==> run_1/clock_nets.png <==
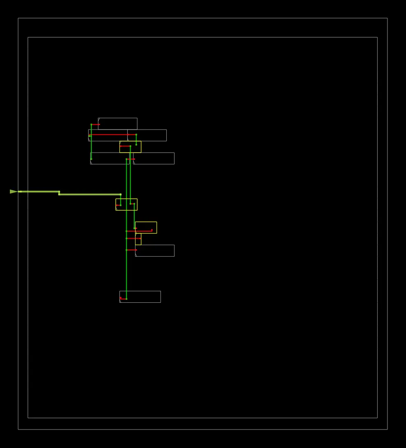
==> run_1/route_heat.png <==
Scale bar: 20 µm. 17 x 19 tiles, from dark blue (low) to red (high), scaled to the fullest tile. Values are wire area over tile area, all layers added.
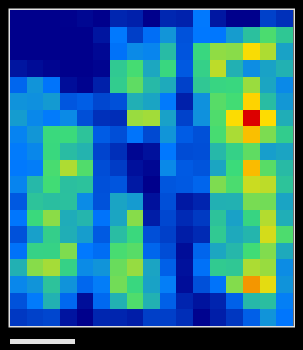
==> run_1/closeup.png <==
Scale bar: 20 µm. Window x 18 to 68, y 43 to 93 µm. Cells in gray, sequential cells in the stronger gray; small squares are vias.
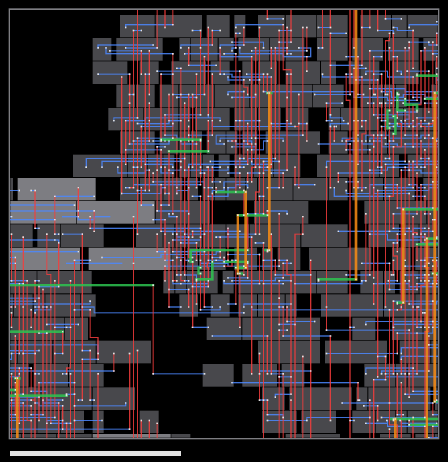
==> run_1/m1.png <==
Scale bar: 20 µm.
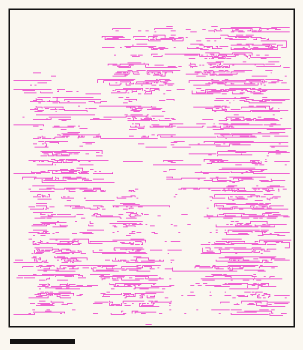
Design sram_arbiter_flat, sky130hd; sources not shown.
==> out/qor.yml <==
cts.htree.levels: 1
drc: 0
antenna_cells: 0
n_all_buffers: 227
use_met2_pct: 45.7
finalCritPeriodShare_pct: 112
flop_cell: "dfrtp_1"
top_area_share_pct: 18.8
yosys_warnings: 0
nWellTaps: 87
power.group.top: "combinational cells"
grt_overflow: 0
slew_violations: 0
fmax_ghz: 0.275
worst_pin_slew_ns: 0.286
powerComb_uw: 7770
antenna_found_initial: 0
async_flop_share_pct: 100
areaGrowthSynthToFinish_pct: 123
hp-class: "flop to flop"
warning_count: 31
synthCells: 459
syn_area_per_cell_um2: 5.36
syn_area_mm2: 0.00246
fin_crit_ns: 3.64
fin_setup_tns_ns: -9.34
place_ws_ns: -1.03
wl_met1_mm: 4.32
worst_slack_ns: -0.386
post_cts_resized: 332
route.met3.wl_mm: 1.13
outcome: "finished with violations"
top_area_cell: "nand2_1"
whs_ns: 0.512
lay_top_count: "clkdlybuf4s50_1"
yosys_area_mm2: 0.00246
topCombFamilyByArea: "simple AND/OR/NAND/NOR gates"
aoi_share_pct: 7.07
fillers: 533
initial_core_util_pct: 33.3
design_area_mm2: 0.00548
drtIter0Drc: 143
core_area_mm2: 0.00739
xor_share_pct: 0
peakVddDrop_v: 0.000798
synthTopCellsByCount: "123 x nand2_1, 104 x inv_1, 54 x nand3_1"
grt_pass1_vias: 3813
clk_latency_ns: 0.23
internal_power_uw: 3900
setup_viol: 34
combPwrFrac_pct: 95.9
top_usage_layer: "met2"
inverters: 112
violations: "setup timing"
slowest_stage: "a21oi_2"
ys_types: 31
pwr-share-clk_pct: 1.5
netSwitchingFraction_pct: 51.9
die-width_um: 87
grt_pass1_wl_mm: 17.0
powerClk_uw: 122
die_y_um: 97
max_stage_delay_ns: 0.17
grt_max_degree: 33
routed_via_density: 5.34
drt-pass1-iter-count: 4
static-leakage-power_uw: 0.00284
gp_congestion: 0.825
cp.required_ns: 2.22
most_common_cell: "nand2_1"
ctsHoldBuffers: 0
path_cells: "buf_6 -> inv_2 -> nand2_1 -> nand2_2 -> nand2_2 -> nand2_2 -> a21oi_2 -> nand2_2 -> nand2_8 -> buf_16 -> nand2_1 -> nand2_1 -> nand2_2 -> a21oi_2 -> buf_2"
hpwl_mm: 6.80
crit_type: "primary input to output pin"
cts.path.max_buffers: 2
chipArea_mm2: 0.00844
cts_setup_buffers: 35
clk_pin_slew_worst_paths_ns: 0.04
dpl-instance-area_mm2: 0.00417
Notes on clock_nets.png above:
CTS Sinks: 7
Clock buffer cells: 4
Num CTS Buffers: 3

Notes on route_heat.png above:
- fullest tile: 0.79
- mean over tiles: 0.24
- densest ninth of the die: right middle
- nearly empty tiles: 9.3%
- emptiest ninth of the die: top left
- tiles over half the peak: 17%
Wirelength per Cell: 16.1 µm
final wirelength: 12.0 mm

Notes on closeup.png above:
- blue: M1
- red: M2
- green: M3
- orange: M4
- cells with their middle in the window: 193
- most frequent: nand2_1 (22), nand2_2 (21), buf_4 (18)
- sequential cells in the window: 5

Notes on m1.png above:
- longest straight run: 22.5 µm
- nets with wire on the layer: 668
- wire length on this layer: 4320 µm
- share of all routed wire: 36%
- main direction: horizontal
vias after detailed routing: 3983
grt met1 use: 26.6%

No activity file was given, so power comes from the tool's default toggle rates.
